placement_by_type.png
Scale: 4 px per µm.
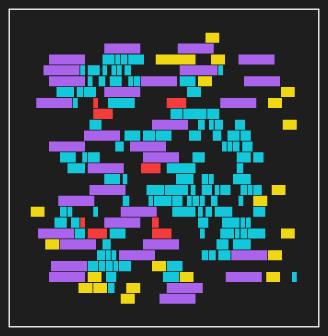
congestion.png
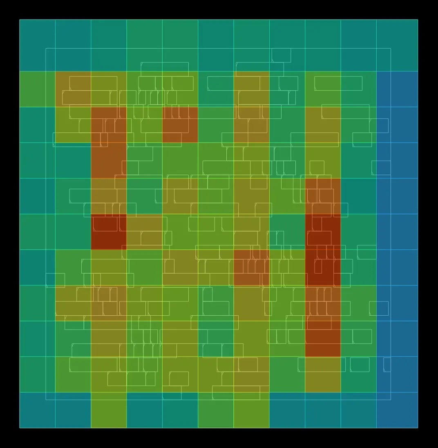
sizes.png
Scale: 4 px per µm.
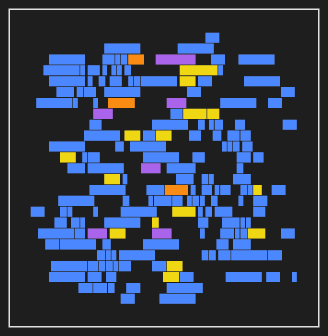
detail.png
Region (7, 47) to (32, 72) µm. Cells in gray, sequential cells in the stronger gray; small squares are vias.
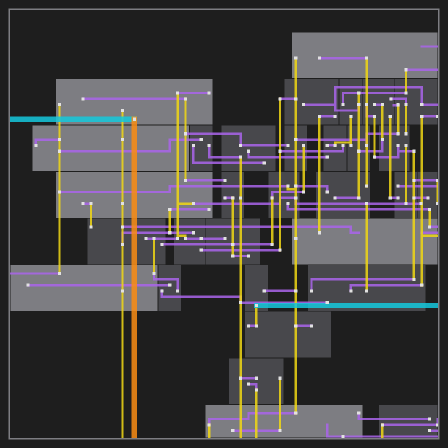
--- config.mk ---
export PLATFORM = sky130hd
export DESIGN_NAME = lcd_text_frame
export DESIGN_NICKNAME = d
export VERILOG_FILES = /design/src/rtl/lcd_text_frame.sv
export SDC_FILE = /design/constraint.sdc
export NUM_CORES = 1
export LEC_CHECK = 0
export CORE_AREA = 5 5 72 74
export CTS_CLUSTER_SIZE = 16
export DETAILED_ROUTE_END_ITERATION = 10
export DIE_AREA = 0 0 77 79
export GPL_TIMING_DRIVEN = 0
export PLACE_DENSITY_LB_ADDON = 0.1
export REMOVE_ABC_BUFFERS = 1
export SYNTH_ARGS = -nofsm -noshare
export SYNTH_HDL_FRONTEND = slang
export SYNTH_SLANG_ARGS = --single-unit
--- constraint.sdc ---
create_clock -name clk -period 5.5 [get_ports clk]
set_input_delay 1.1 -clock clk [delete_from_list [all_inputs] [get_ports clk]]
set_output_delay 1.1 -clock clk [all_outputs]
set_load 0.02 [all_outputs]
--- src/rtl/lcd_text_frame.sv ---
// Character-frame source for the 16x2 text LCD: rotating message on line 1 and a press counter on line 2.
// Reads come from per-frame snapshot registers, so each frame the sequencer fetches is internally consistent.
module lcd_text_frame #(
    parameter int SHIFT_TICKS = 100
) (
    input  logic       clk,
    input  logic       resetn,
    input  logic       btn,
    input  logic       frame_req,
    input  logic [4:0] rd_addr,
    output logic [7:0] rd_data,
    output logic       frame_ack,
    output logic [3:0] press_cnt
);

    localparam int TW = (SHIFT_TICKS > 2) ? $clog2(SHIFT_TICKS) : 1;
    localparam logic [TW-1:0] TICK_LAST = TW'(SHIFT_TICKS - 1);

    logic [TW-1:0] r_tick_cnt;
    logic [3:0]    r_rot_ptr;
    logic          r_btn_d;
    logic [3:0]    r_digit;
    logic [3:0]    r_snap_rot;
    logic [3:0]    r_snap_digit;
    logic [7:0]    r_rd_data;
    logic          r_frame_ack;

    logic          w_tick_wrap;
    logic          w_press;
    logic [3:0]    w_rom_idx;
    logic [7:0]    w_rom_char;
    logic [7:0]    w_line2_char;
    logic [7:0]    w_char;

    assign w_tick_wrap = (r_tick_cnt == TICK_LAST);
    assign w_press     = btn & ~r_btn_d;
    assign w_rom_idx   = rd_addr[3:0] + r_snap_rot;

    // Rotation timebase: rot_ptr advances on the cycle the tick counter wraps.
    always_ff @(posedge clk or posedge resetn) begin
        if (resetn) begin
            r_tick_cnt <= '0;
            r_rot_ptr  <= 4'd0;
        end else if (w_tick_wrap) begin
            r_tick_cnt <= '0;
            r_rot_ptr  <= r_rot_ptr + 4'd1;
        end else begin
            r_tick_cnt <= r_tick_cnt + TW'(1);
        end
    end

    always_ff @(posedge clk or posedge resetn) begin
        if (resetn) begin
            r_btn_d <= 1'b0;
            r_digit <= 4'd0;
        end else begin
            r_btn_d <= btn;
            if (w_press) begin
                r_digit <= (r_digit == 4'd9) ? 4'd0 : r_digit + 4'd1;
            end
        end
    end

    // Snapshot samples the pre-update live values when a step or press lands on the same edge.
    always_ff @(posedge clk or posedge resetn) begin
        if (resetn) begin
            r_snap_rot   <= 4'd0;
            r_snap_digit <= 4'd0;
            r_frame_ack  <= 1'b0;
        end else begin
            r_frame_ack <= frame_req;
            if (frame_req) begin
                r_snap_rot   <= r_rot_ptr;
                r_snap_digit <= r_digit;
            end
        end
    end

    always_comb begin
        w_rom_char = 8'h20;
        case (w_rom_idx)
            4'd0:    w_rom_char = 8'h52;
            4'd1:    w_rom_char = 8'h4F;
            4'd2:    w_rom_char = 8'h54;
            4'd3:    w_rom_char = 8'h41;
            4'd4:    w_rom_char = 8'h54;
            4'd5:    w_rom_char = 8'h49;
            4'd6:    w_rom_char = 8'h4E;
            4'd7:    w_rom_char = 8'h47;
            4'd8:    w_rom_char = 8'h2E;
            4'd9:    w_rom_char = 8'h2E;
            4'd10:   w_rom_char = 8'h2E;
            default: w_rom_char = 8'h20;
        endcase
    end

    always_comb begin
        w_line2_char = 8'h20;
        case (rd_addr[3:0])
            4'd0:    w_line2_char = 8'h50;
            4'd1:    w_line2_char = 8'h52;
            4'd2:    w_line2_char = 8'h45;
            4'd3:    w_line2_char = 8'h53;
            4'd4:    w_line2_char = 8'h53;
            4'd5:    w_line2_char = 8'h20;
            4'd6:    w_line2_char = {4'h3, r_snap_digit};
            default: w_line2_char = 8'h20;
        endcase
    end

    assign w_char = rd_addr[4] ? w_line2_char : w_rom_char;

    always_ff @(posedge clk or posedge resetn) begin
        if (resetn) begin
            r_rd_data <= 8'h20;
        end else begin
            r_rd_data <= w_char;
        end
    end

    assign rd_data   = r_rd_data;
    assign frame_ack = r_frame_ack;
    assign press_cnt = r_digit;

endmodule

==> flow_metrics.env <==
# yosys + openroad results
export IMPL_place_area_um2=1920
export IMPL_ys_types=39
export IMPL_synthAoiAreaFrac=0.101
export IMPL_postCtsSetupBuffers=0
export IMPL_ys_seq_frac=0.474
export IMPL_edf_count=0
export IMPL_critPathRequiredTime_ns=5.67
export IMPL_simple_gate_share=0.140
export IMPL_syn_area_um2=1690
export IMPL_worstHoldStart="r_tick_cnt[0]"
export IMPL_mux_area_frac=0.0711
export IMPL_slew_headroom=0.623
export IMPL_critPathTopFamily="adder cells"
export IMPL_fin_crit_ns=3.27
export IMPL_async_flop_share=1.00
export IMPL_power_density_nw_per_um2=303
export IMPL_r2r_slack_ns=3.33
export IMPL_yosysWarningCount=0
export IMPL_rsz0062_at_grt="no"
export IMPL_logic_family="simple AND/OR/NAND/NOR gates"
export IMPL_slowest_stage="clkdlybuf4s50_1"
export IMPL_setup_violations=0
export IMPL_htreeDepth=2
export IMPL_first_global_vias=1174
export IMPL_drt_vias_per_instance=4.91
export IMPL_wl_um=3040
export IMPL_synth_largest_area_cell="dfrtp_1"
export IMPL_p_leak_uw=0.000879
export IMPL_die_size_y_um=79
export IMPL_synthFlopType="dfrtp_1"
export IMPL_rr_startpoint="r_snap_rot[0]"
export IMPL_warning_count=28
export IMPL_p_clk_frac=0.271
export IMPL_status="finished, final reports clean"
export IMPL_avgRoutedWirePerCell_um=13.2
export IMPL_area_delta_synth_final_pct=19.9
export IMPL_synthCells=153
export IMPL_hp_class="flop to flop"
export IMPL_critPathBufInv=3
export IMPL_cts_hold_buffers=0
export IMPL_p_comb_frac=0.241
export IMPL_clock_skew_ns=0.00516
export IMPL_io_pins=22
export IMPL_clk_latency_ns=0.27
export IMPL_crit_chain="clkdlybuf4s50_1 > ha_1 > inv_1 > fa_1 > inv_1 > ha_1 > nor3b_2 > mux2i_1 > a211oi_1"
export IMPL_end_kind="flop"
export IMPL_grt_pass1_wl_um=5420
export IMPL_worstSetupPathType="primary input to flop"
export IMPL_drv_cap=0
export IMPL_ys_cells=153
export IMPL_critPathMaxFanout=6
export IMPL_critPathLaunchType="primary input"
export IMPL_num_antenna_cells=0
export IMPL_place_hpwl_um=2280
export IMPL_topCellsByArea="dfrtp_1, ha_1, mux2_2"
export IMPL_seq_power_share=0.488
export IMPL_vias=1135
export IMPL_drive_gt1_frac=0.136
export IMPL_fmax_mhz=306
export IMPL_finalHoldViolCount=0
export IMPL_slew_viol_final=0
export IMPL_grt_overflow_total=0
export IMPL_hold_end="r_tick_cnt[0]"
export IMPL_gp_congestion=0.822
export IMPL_rr_worst_depth=8
export IMPL_cts_repair_resized=0
export IMPL_mostFrequentLayoutCell="dfrtp_1"
export IMPL_clk_pin_slew_ns=0.06
export IMPL_root_buffer="clkbuf_8"
export IMPL_top_area_frac=0.459
export IMPL_nets=195
export IMPL_dr_pass1_iters=4
export IMPL_core_area_um2=4540
export IMPL_chipArea_um2=6080
export IMPL_io_buffers=20
export IMPL_die_x_um=77
export IMPL_critPathArrivalTime_ns=3.44
export IMPL_p_sw_frac=0.294
export IMPL_clk_path_buf_depth=2
export IMPL_synthAdderAreaFrac=0.0785
export IMPL_clock_sinks=32
export IMPL_p_sw_uw=180
export IMPL_p_int_uw=433
export IMPL_finalCritPeriodShare=0.594
export IMPL_ant_nets=0
export IMPL_tightest_slew_ns=0.562
export IMPL_numCtsBuffers=5
export IMPL_grt_max_degree=33
export IMPL_cts_tree="done"
export IMPL_fp_util=0.373
export IMPL_syn_area_per_cell_um2=11.0
export IMPL_hold_depth=1
export IMPL_rr_endpoint="rd_data[1]"
export IMPL_drc=0
export IMPL_critical_path_max_stage_delay_ns=0.58
export IMPL_ys_area_um2=1690
export IMPL_drtIter0Drc=68
export IMPL_synth_xor_area_share=0.0866
export IMPL_peakVddDrop_uv=190
export IMPL_finalSetupTns_ns=0
export IMPL_grt_antenna_before_repair=0
export IMPL_ys_ff=32
export IMPL_layout_cells_most_common_list="dfrtp_1, clkdlybuf4s50_1, nand2_1, nor2_1, xnor2_1"
About placement_by_type.png:
Key: red = clock drivers and dummy loads [cells 8]; cyan = combinational and other logic [cells 116]; purple = sequential cells [cells 32]; yellow = remaining buffers and delay cells [cells 21]
final core occ: 0.447
Core Rows: 25
fin area: 2030 µm²

About congestion.png:
Global Route Usage Sum: 0.111
global routing usage on met2: 0.183

About sizes.png:
Key: purple = _6 and larger [cells 6, share 3.4%]; yellow = _2 cells [cells 15, share 8.5%]; orange = _3 and _4 cells [cells 3, share 1.7%]; blue = _0 and _1 cells [cells 153, share 86%]

About detail.png:
Key: cyan = metal 3; purple = metal 1; orange = metal 4; yellow = metal 2
Netlist names of flops here include r_tick_cnt (6), r_rot_ptr (1). Sequential cells in the window: 7. 31 logic cells have their middle in the window. Most frequent: dfrtp_1 (7), nor2_1 (6), xnor2_1 (4).

-- power groups by stage --
stage	Combinational (µW)	Sequential, µW	Clock, µW
final	148	299	166
after global routing	162	306	187
after detailed placement	148	304	0
after CTS	149	300	175
after floorplan	60.2	321	0
after global placement	145	300	0
-- state kept, by name, indices dropped and copies added, names as in the netlist --
signal,count
r_btn_d,1
r_tick_cnt,7
press_cnt,4
frame_ack,1
r_snap_rot,4
r_rot_ptr,4
rd_data,7
r_snap_digit,4
-- how the worst max path moves through the flow --
stage                           from          to  slack (ns)  depth (start not counted)
after floorplan           rd_addr[0]  rd_data[1]        2.84                          8
after global placement    rd_addr[0]  rd_data[1]        2.03                          9
after detailed placement  rd_addr[0]  rd_data[1]        1.93                          9
after CTS                 rd_addr[0]  rd_data[1]        2.23                          9
after global routing      rd_addr[0]  rd_data[1]        2.15                          9
final                     rd_addr[0]  rd_data[1]        2.23                          9
-- area by class of cell --
cell class	instances	area (µm²)
well taps	54	67.6
flip-flops and latches	32	802
inverters	10	37.5
multi-input cells	106	811
clock inverters	1	5.00
fillers	417	2510
repair buffers	21	228
clock buffers	7	76.3
-- layer usage --
| layer | GRT usage | routed length, µm | vias to the layer above |
|---|---|---|---|
| met3 | 0.0363 | 140 | 2 |
| met4 | 0.0464 | 24 | 0 |
| met2 | 0.183 | 1520 | 21 |
| met1 | 0.133 | 1360 | 553 |
| met5 | 0 | 0 | - |
| li1 | - | - | 559 |
-- Yosys cell counts (3+ instances only) --
library cell and instances:
nor2_1 11, mux2i_1 3, mux2_2 8, a21oi_1 7
xor2_1 3, ha_1 9, nor3b_1 3, nand3_1 5
xnor2_1 10, dfrtp_1 31, nand2_1 11, o21ai_0 7
inv_1 10, o211ai_1 3
-- through the flow --
| step | cells | worst slack (ns) | utilization | hold WS [ns] | power, µW |
|---|---|---|---|---|---|
| 6_report | 231 | 2.23 | 0.447 | 0.456 | 613 |
| 5_1_grt | 231 | 2.15 | 0.447 | 0.495 | 654 |
| 4_1_cts | 230 | 2.23 | 0.441 | 0.460 | 624 |
| 3_5_place_dp | 222 | 1.93 | 0.423 | 0.451 | 452 |
| 3_3_place_gp | 222 | 2.03 | 0.423 | 0.449 | 445 |
| 2_1_floorplan | 148 | 2.84 | - | 0.433 | 381 |
-- cells by family (layout without fill, tap and decap cells) --
group | after synthesis | count (layout)
flops | 32 | 32
buf+inv | 15 | 39
mux | 11 | 11
fa+ha+maj | 10 | 10
xor+xnor | 15 | 15
compound gates | 26 | 26
other cells | 1 | 1
simple gates | 43 | 43
Power figures rest on the tool's default switching activity, not on a simulated workload.
